[src/rtl/seq_bin_to_bcd_if.sv]
// ---------------------------------------------------------------------------
// seq_bin_to_bcd_if
//
// Purpose : groups the request/result signals of the sequential
//           binary-to-BCD converter so that a requester and the converter
//           connect through one bundle.
//
// Parameters
//   BIN_WIDTH  width of the binary operand
//   DIGITS     number of BCD digits in the result
//
// Signals
//   start     requester -> converter  start a conversion (used while idle)
//   bin_in    requester -> converter  operand, taken together with start
//   blank_en  requester -> converter  leading-zero blanking, taken with start
//   busy      converter -> requester  conversion in progress
//   done      converter -> requester  one-cycle pulse, result registers updated
//   bcd_out   converter -> requester  packed digits, units digit in [3:0]
//   neg       converter -> requester  result was negative
//   overflow  converter -> requester  magnitude did not fit in DIGITS digits
//
// Modports
//   master  the requester side
//   slave   the converter side
// ---------------------------------------------------------------------------
interface seq_bin_to_bcd_if #(
   parameter int BIN_WIDTH = 16,
   parameter int DIGITS    = 5
);

   logic                   start;
   logic [BIN_WIDTH-1:0]   bin_in;
   logic                   blank_en;
   logic                   busy;
   logic                   done;
   logic [4*DIGITS-1:0]    bcd_out;
   logic                   neg;
   logic                   overflow;

   modport master (
      output start,
      output bin_in,
      output blank_en,
      input  busy,
      input  done,
      input  bcd_out,
      input  neg,
      input  overflow
   );

   modport slave (
      input  start,
      input  bin_in,
      input  blank_en,
      output busy,
      output done,
      output bcd_out,
      output neg,
      output overflow
   );

endinterface

[src/rtl/seq_bin_to_bcd.sv]
// ---------------------------------------------------------------------------
// seq_bin_to_bcd
//
// Purpose : sequential binary-to-BCD converter using the shift-and-add-3
//           (double dabble) method, one operand bit per clock. It optionally
//           treats the operand as two's complement, and it can blank leading
//           zeros and place a minus code in front of the most significant
//           digit.
//
// Parameters
//   BIN_WIDTH    operand width (2..32)
//   DIGITS       BCD digits produced (1..10)
//   SIGNED_MODE  1 = operand is two's complement
//   BLANK_CODE   nibble emitted for a blanked digit
//   MINUS_CODE   nibble emitted for the minus sign
//
// Ports
//   clk   single clock, all state changes on the rising edge
//   rst   synchronous active-high reset
//   bus   seq_bin_to_bcd_if.slave: start/bin_in/blank_en in,
//         busy/done/bcd_out/neg/overflow out
//
// Timing : start is taken at edge N, done is high in the cycle after edge
//          N+BIN_WIDTH+1, and a new start is accepted in the done cycle.
// ---------------------------------------------------------------------------
module seq_bin_to_bcd #(
   parameter int         BIN_WIDTH   = 16,
   parameter int         DIGITS      = 5,
   parameter bit         SIGNED_MODE = 1'b0,
   parameter logic [3:0] BLANK_CODE  = 4'hF,
   parameter logic [3:0] MINUS_CODE  = 4'hA
) (
   input logic             clk,
   input logic             rst,
   seq_bin_to_bcd_if.slave bus
);

   // One spare digit above the visible ones so that a value too large for
   // DIGITS digits still shows up as a nonzero top digit.
   localparam int SCRATCH_W = 4 * (DIGITS + 1);
   localparam int CNT_W     = $clog2(BIN_WIDTH + 1);

   typedef enum logic [1:0] {
      IDLE,
      SHIFT,
      FORMAT
   } state_t;

   state_t                 state;
   state_t                 state_next;

   logic [BIN_WIDTH-1:0]   mag;
   logic [SCRATCH_W-1:0]   scratch;
   logic                   lost;
   logic                   sign_q;
   logic                   blank_q;
   logic [CNT_W-1:0]       count;

   logic [4*DIGITS-1:0]    bcd_q;
   logic                   neg_q;
   logic                   ovf_q;
   logic                   done_q;

   logic [BIN_WIDTH-1:0]   start_mag;
   logic                   start_sign;
   logic [SCRATCH_W-1:0]   adjusted;
   logic [4*DIGITS-1:0]    fmt_bcd;
   logic                   fmt_ovf;
   int                     msnz;

   // State register.
   always_ff @(posedge clk) begin
      if (rst) begin
         state <= IDLE;
      end else begin
         state <= state_next;
      end
   end

   // Next-state logic. SHIFT runs until the counter, loaded with BIN_WIDTH,
   // reaches its last iteration.
   always_comb begin
      state_next = state;
      case (state)
         IDLE: begin
            if (bus.start) begin
               state_next = SHIFT;
            end
         end
         SHIFT: begin
            if (count == CNT_W'(1)) begin
               state_next = FORMAT;
            end
         end
         FORMAT: begin
            state_next = IDLE;
         end
         default: begin
            state_next = IDLE;
         end
      endcase
   end

   // Operand magnitude and sign. Negating the most negative value wraps back
   // to 2^(BIN_WIDTH-1), which is exactly the right magnitude when the
   // register is read as unsigned.
   always_comb begin
      start_sign = (SIGNED_MODE != 1'b0) && bus.bin_in[BIN_WIDTH-1];
      start_mag  = bus.bin_in;
      if (start_sign) begin
         start_mag = ~bus.bin_in + BIN_WIDTH'(1);
      end
   end

   // Add-3 correction: any digit of 5 or more would exceed 9 after the next
   // doubling, so it is pre-biased so that the carry lands in the next digit.
   always_comb begin
      adjusted = scratch;
      for (int i = 0; i <= DIGITS; i++) begin
         if (scratch[4*i +: 4] >= 4'd5) begin
            adjusted[4*i +: 4] = scratch[4*i +: 4] + 4'd3;
         end
      end
   end

   // Result formatting. msnz is the most significant nonzero visible digit
   // (0 when all are zero, so the units digit is never blanked). With
   // blanking, the position just above msnz carries the minus code for a
   // negative result when that position exists; everything higher is blank.
   // The sticky 'lost' bit keeps overflow correct even if the spare digit
   // itself is exceeded.
   always_comb begin
      fmt_ovf = lost || (scratch[SCRATCH_W-1 -: 4] != 4'd0);
      msnz    = 0;
      for (int i = 0; i < DIGITS; i++) begin
         if (scratch[4*i +: 4] != 4'd0) begin
            msnz = i;
         end
      end
      fmt_bcd = scratch[4*DIGITS-1:0];
      if (blank_q) begin
         for (int i = 1; i < DIGITS; i++) begin
            if (i > msnz) begin
               if (sign_q && (i == msnz + 1)) begin
                  fmt_bcd[4*i +: 4] = MINUS_CODE;
               end else begin
                  fmt_bcd[4*i +: 4] = BLANK_CODE;
               end
            end
         end
      end
   end

   // Datapath. IDLE captures the request, SHIFT moves one operand bit into
   // the BCD scratch per clock, FORMAT publishes the result and pulses done.
   // Result registers only change in FORMAT or reset, so they hold between
   // conversions.
   always_ff @(posedge clk) begin
      if (rst) begin
         mag     <= '0;
         scratch <= '0;
         lost    <= 1'b0;
         sign_q  <= 1'b0;
         blank_q <= 1'b0;
         count   <= '0;
         bcd_q   <= '0;
         neg_q   <= 1'b0;
         ovf_q   <= 1'b0;
         done_q  <= 1'b0;
      end else begin
         done_q <= 1'b0;
         case (state)
            IDLE: begin
               if (bus.start) begin
                  mag     <= start_mag;
                  sign_q  <= start_sign;
                  blank_q <= bus.blank_en;
                  scratch <= '0;
                  lost    <= 1'b0;
                  count   <= CNT_W'(BIN_WIDTH);
               end
            end
            SHIFT: begin
               scratch <= {adjusted[SCRATCH_W-2:0], mag[BIN_WIDTH-1]};
               mag     <= {mag[BIN_WIDTH-2:0], 1'b0};
               lost    <= lost | adjusted[SCRATCH_W-1];
               count   <= count - CNT_W'(1);
            end
            FORMAT: begin
               bcd_q  <= fmt_bcd;
               neg_q  <= sign_q;
               ovf_q  <= fmt_ovf;
               done_q <= 1'b1;
            end
            default: begin
            end
         endcase
      end
   end

   assign bus.busy     = (state != IDLE);
   assign bus.done     = done_q;
   assign bus.bcd_out  = bcd_q;
   assign bus.neg      = neg_q;
   assign bus.overflow = ovf_q;

endmodule

[src/flat_wrapper.sv]
// flat-port wrapper written by rule: the top's interface ports become plain ports
module seq_bin_to_bcd_flat 
#(
   parameter int         BIN_WIDTH   = 16,
   parameter int         DIGITS      = 5,
   parameter bit         SIGNED_MODE = 1'b0,
   parameter logic [3:0] BLANK_CODE  = 4'hF,
   parameter logic [3:0] MINUS_CODE  = 4'hA
)
  (clk, rst, bus_start, bus_bin_in, bus_blank_en, bus_busy, bus_done, bus_bcd_out, bus_neg, bus_overflow);
  seq_bin_to_bcd_if #(.BIN_WIDTH(BIN_WIDTH), .DIGITS(DIGITS)) bus_i ();
  input logic clk;
  input logic rst;
  input wire logic [$bits(bus_i.start)-1:0] bus_start;
  input wire logic [$bits(bus_i.bin_in)-1:0] bus_bin_in;
  input wire logic [$bits(bus_i.blank_en)-1:0] bus_blank_en;
  output wire logic [$bits(bus_i.busy)-1:0] bus_busy;
  output wire logic [$bits(bus_i.done)-1:0] bus_done;
  output wire logic [$bits(bus_i.bcd_out)-1:0] bus_bcd_out;
  output wire logic [$bits(bus_i.neg)-1:0] bus_neg;
  output wire logic [$bits(bus_i.overflow)-1:0] bus_overflow;
  assign bus_i.start = bus_start;
  assign bus_i.bin_in = bus_bin_in;
  assign bus_i.blank_en = bus_blank_en;
  assign bus_busy = bus_i.busy;
  assign bus_done = bus_i.done;
  assign bus_bcd_out = bus_i.bcd_out;
  assign bus_neg = bus_i.neg;
  assign bus_overflow = bus_i.overflow;
  seq_bin_to_bcd #(.BIN_WIDTH(BIN_WIDTH), .DIGITS(DIGITS), .SIGNED_MODE(SIGNED_MODE), .BLANK_CODE(BLANK_CODE), .MINUS_CODE(MINUS_CODE)) u_core (.clk(clk), .rst(rst), .bus(bus_i));
endmodule
[config.mk]
export PLATFORM = sky130hd
export DESIGN_NAME = seq_bin_to_bcd_flat
export DESIGN_NICKNAME = d
export VERILOG_FILES = /design/src/rtl/seq_bin_to_bcd_if.sv /design/src/rtl/seq_bin_to_bcd.sv /design/src/flat_wrapper.sv
export SDC_FILE = /design/constraint.sdc
export NUM_CORES = 1
export LEC_CHECK = 0
export ABC_AREA = 1
export CAP_MARGIN = 20
export CORE_UTILIZATION = 55
export DETAILED_ROUTE_END_ITERATION = 8
export PLACE_DENSITY = 0.79
export SLEW_MARGIN = 25
export SYNTH_ARGS = -nofsm -noshare
export SYNTH_HDL_FRONTEND = slang
export SYNTH_SLANG_ARGS = --single-unit
[constraint.sdc]
create_clock -name clk -period 1.9 [get_ports clk]
set_clock_uncertainty 0.2 [all_clocks]
set_input_delay 0.38 -clock clk [delete_from_list [all_inputs] [get_ports clk]]
set_output_delay 0.38 -clock clk [all_outputs]
set_load 0.05 [all_outputs]
==> results_dict.tcl <==
# metrics dict for downstream scripts
set metrics [dict create \
    grt_setup_unrepaired "no" \
    final_nets 572 \
    wl_met2_mm 3.71 \
    syn_to_final_growth_pct 20.5 \
    reg2regPathDepth 6 \
    setup_tns_ps 0 \
    finalMaxSlewViolations 0 \
    yosys.area.top_type "dfxtp_1" \
    synth_chip_area_um2 3450 \
    postRouteAntennaNets 0 \
    r2r_end "u_core.bus.bcd_out[13]" \
    top_cells_by_area "dfxtp_1, nand2_1, o21ai_0" \
    hp-class "register to register" \
    via_per_inst 5.38 \
    cp_max_fo 4 \
    crit_buf_inv 1 \
    drt-initial-drc-count 164 \
    avgSynthCellArea_um2 7.03 \
    die_w_um 81.2 \
    crit_chain "inv_1 > ha_1 > nand2_1 > nor2_2 > nand3_1 > a31oi_1" \
    regMostFlops "u_core.scratch" \
    cp_data_arrival_time_ps 1740 \
    drcViolationCount 0 \
    htreeDepth 3 \
    busiest_layer "met2" \
    hold_path_end "u_core.scratch[21]" \
    slowest_stage "dfxtp_1" \
    synth.cells.most_frequent "nand2_1, dfxtp_1, nor2_1" \
    top_layer_used "met4" \
    n_fill_cell 483 \
    ctsRootBufferMaster "clkbuf_8" \
    grt_pass1_wl_mm 13.3 \
    reg2reg_slack_ps 230 \
    detail_route.first_pass.iterations 4 \
    fp_nets 528 \
    edf_count 0 \
    cts_buffer_depth 2 \
    leakagePower_nw 1.85 \
    yosysSeqAreaShare 0.412 \
    syn_inst 491 \
    cts_tree "done" \
    ys_types 28 \
    ff_type "dfxtp_1" \
    routed-wl-met3_um 435 \
    grt_pass1_vias 2893 \
    core_area_um2 5990 \
    synth_top_area_share 0.412 \
    postCtsHoldBufs 0 \
    met1_usage 0.341 \
    initCoreUtil 0.576 \
    finalSetupViolCount 0 \
    final_layout_top_logic_cells "nand2_1, dfxtp_1, nor2_1" \
    dp_hpwl_mm 5.53 \
    yosys.cell_count.top_type "nand2_1" \
    die_area_um2 6600 \
    syn_area_um2 3450 \
    cp.required_ps 1970 \
    routedWlPerCell_um 13.1 \
    wl_met1_mm 3.77 \
    async_flop_share 0 \
    holdPathStages 2 \
    gp_congestion 0.872 \
    overflow 0 \
    outcome "finished clean" \
    cpPeakStageDelay_ps 350 \
    power_density_nw_per_um2 784 \
    largest_register_ffs 24 \
    post-route-min-period_ps 1670 \
    peakVddDrop_mv 0.500 \
    min_from "u_core.scratch[21]" \
    min_period_over_period 0.880 \
    crit_path_end_kind "register" \
    ys_warn_count 0 \
    layout-drive-gt1-share 0.113 \
    clock.fmax_mhz 598 \
    crit-reg2reg-launch "u_core.scratch[16]" \
    warning_count 36 \
    clkTransAtPathRegs_ps 70 \
    antennaDiodeCount 0 \
    ys_cells 491 \
    crit_path_start_kind "register" \
    grt_max_degree 33 \
    max_cap_violations 0 \
    fin_area_um2 4160 \
]
==> final cells by class <==
cell class	instances	area (µm²)	area share
multi-input combinational	344	1720	0.414
timing repair buffer	55	523	0.126
sequential	71	1420	0.341
clock inverter	6	60.1	0.0144
tap	75	93.8	0.0225
clock buffer	10	138	0.0331
inverter	54	203	0.0487
==> repair_timing <==
action | in CTS | in global routing
endpoints found under the setup margin | 0 | 3
buffers inserted | 0 | 0
hold endpoints to repair | 0 | 0
gates resized | 0 | 1
==> logic make-up (layout without fill, tap and decap cells) <==
logic type               after synthesis  count (layout)  synth area share
buffers and inverters                 76             125            0.0898
other                                  1               1           0.00109
adder cells (fa/ha/maj)               17              17            0.0616
flip-flops                            71              71             0.412
AND-OR/OR-AND                        105             105             0.158
AND/OR/NAND/NOR                      221             221             0.278
==> where the power goes <==
part | total, mW | internal (mW) | switching (mW)
Combinational | 0.468 | 0.189 | 0.278
Clock | 1.21 | 0.635 | 0.574
Sequential | 1.59 | 1.55 | 0.0336
==> how the worst max path moves through the flow <==
stage                                   from                      to  slack, ps  cells after the start
final                     u_core.scratch[16]  u_core.bus.bcd_out[13]        230                      6
after floorplan              u_core.state[0]             u_core.lost        500                      6
after detailed placement           bus_start       u_core.scratch[2]         30                      7
after CTS                 u_core.scratch[16]  u_core.bus.bcd_out[13]        150                      6
after global routing      u_core.scratch[16]  u_core.bus.bcd_out[15]         90                      6
after global placement             bus_start          u_core.mag[11]         70                      7
==> metrics by stage <==
step                cells  utilization  hold slack [ps]  power, mW  worst slack (ps)
floorplan             491            -              237       1.91               501
global placement      599        0.661              248       2.08              66.1
detailed placement    599        0.661              259       2.09              27.5
CTS                   615        0.694              271       3.28               148
global route          615        0.695              290       3.40              93.8
finish                615        0.695              268       3.26               229
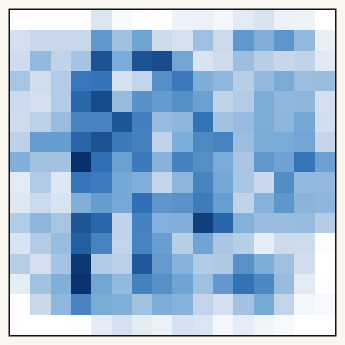
(images/route_heat.png)
Scale: 4 px per µm. The die is cut into 16 by 16 equal tiles; white is low, dark blue is high, scaled to the fullest tile. Values are wire area over tile area, all layers added.
emptiest ninth of the die	bottom right
mean over tiles	0.20
tiles over half the peak	32%
fullest tile	0.49
nearly empty tiles	6.6%
Via Count: 3309
total routed wirelength: 8.04 mm
GRT Total Usage: 0.263

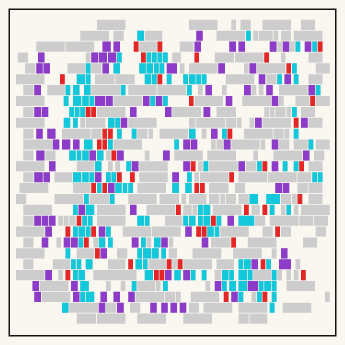
(images/gates.png)
Scale: 4 px per µm.
family	colour	cells	where
inv cells	red	54	spread over the die
aoi and oai cells	purple	105	spread over the die
nand cells	cyan	151	spread over the die
combinational share of cell area: 0.414
Top cell excl fill/tap: nand2_1
Non-Filler Instances: 615

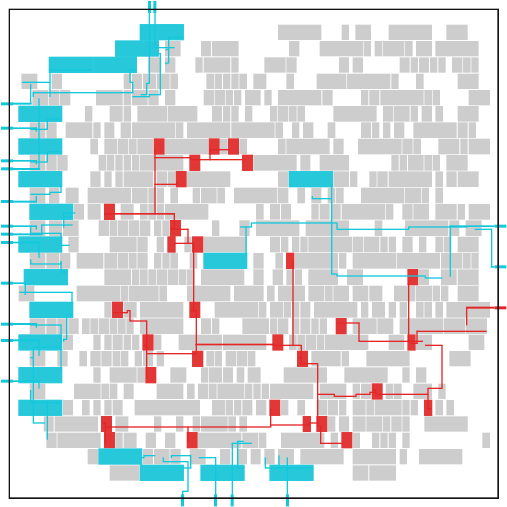
(images/port_trees.png)
Scale: 6 px per µm.
port	colour	bits	direction	edge	end cells	buffers	wire
`bus_bcd_out`	cyan	20	output	12 left, 4 bottom, 2 top, 2 right	20	20	441 µm
`rst`	red	1	input	right	30	2	291 µm
Port Buffer Count: 42
# IOs: 44

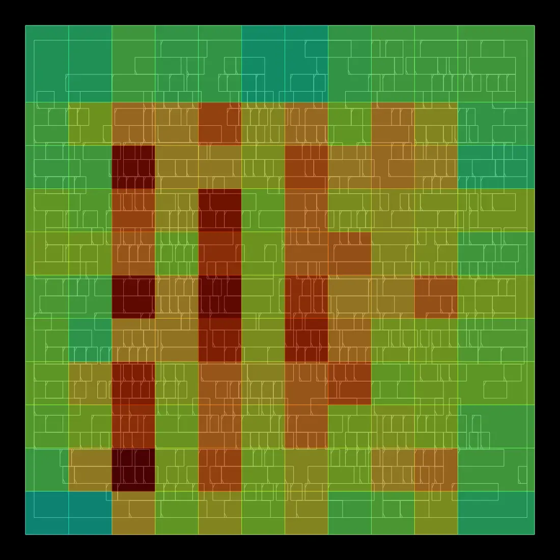
(images/congestion_map.png)
grt met3 use: 0.0371
met2 usage: 0.434

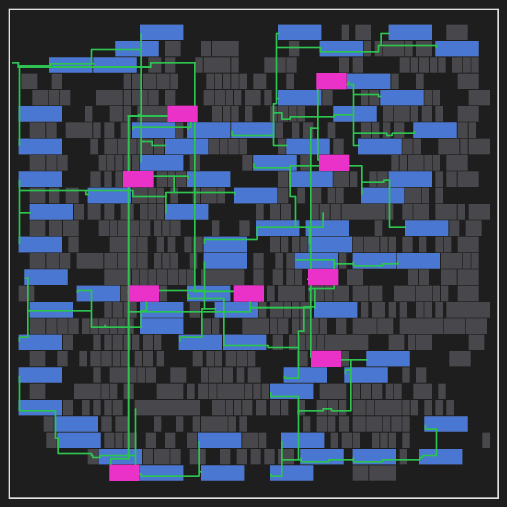
(images/clock_wires.png)
Scale: 6 px per µm.
[clock-net drivers] magenta | count: 9
[flip-flops] blue | count: 71
[clock wires] green | length: 861 µm
routed clock nets	10
Late-Pin Clk Latency: 350 ps
Clock power frac: 0.370
Power Clock: 1.21 mW

No activity file was given, so power comes from the tool's default toggle rates.
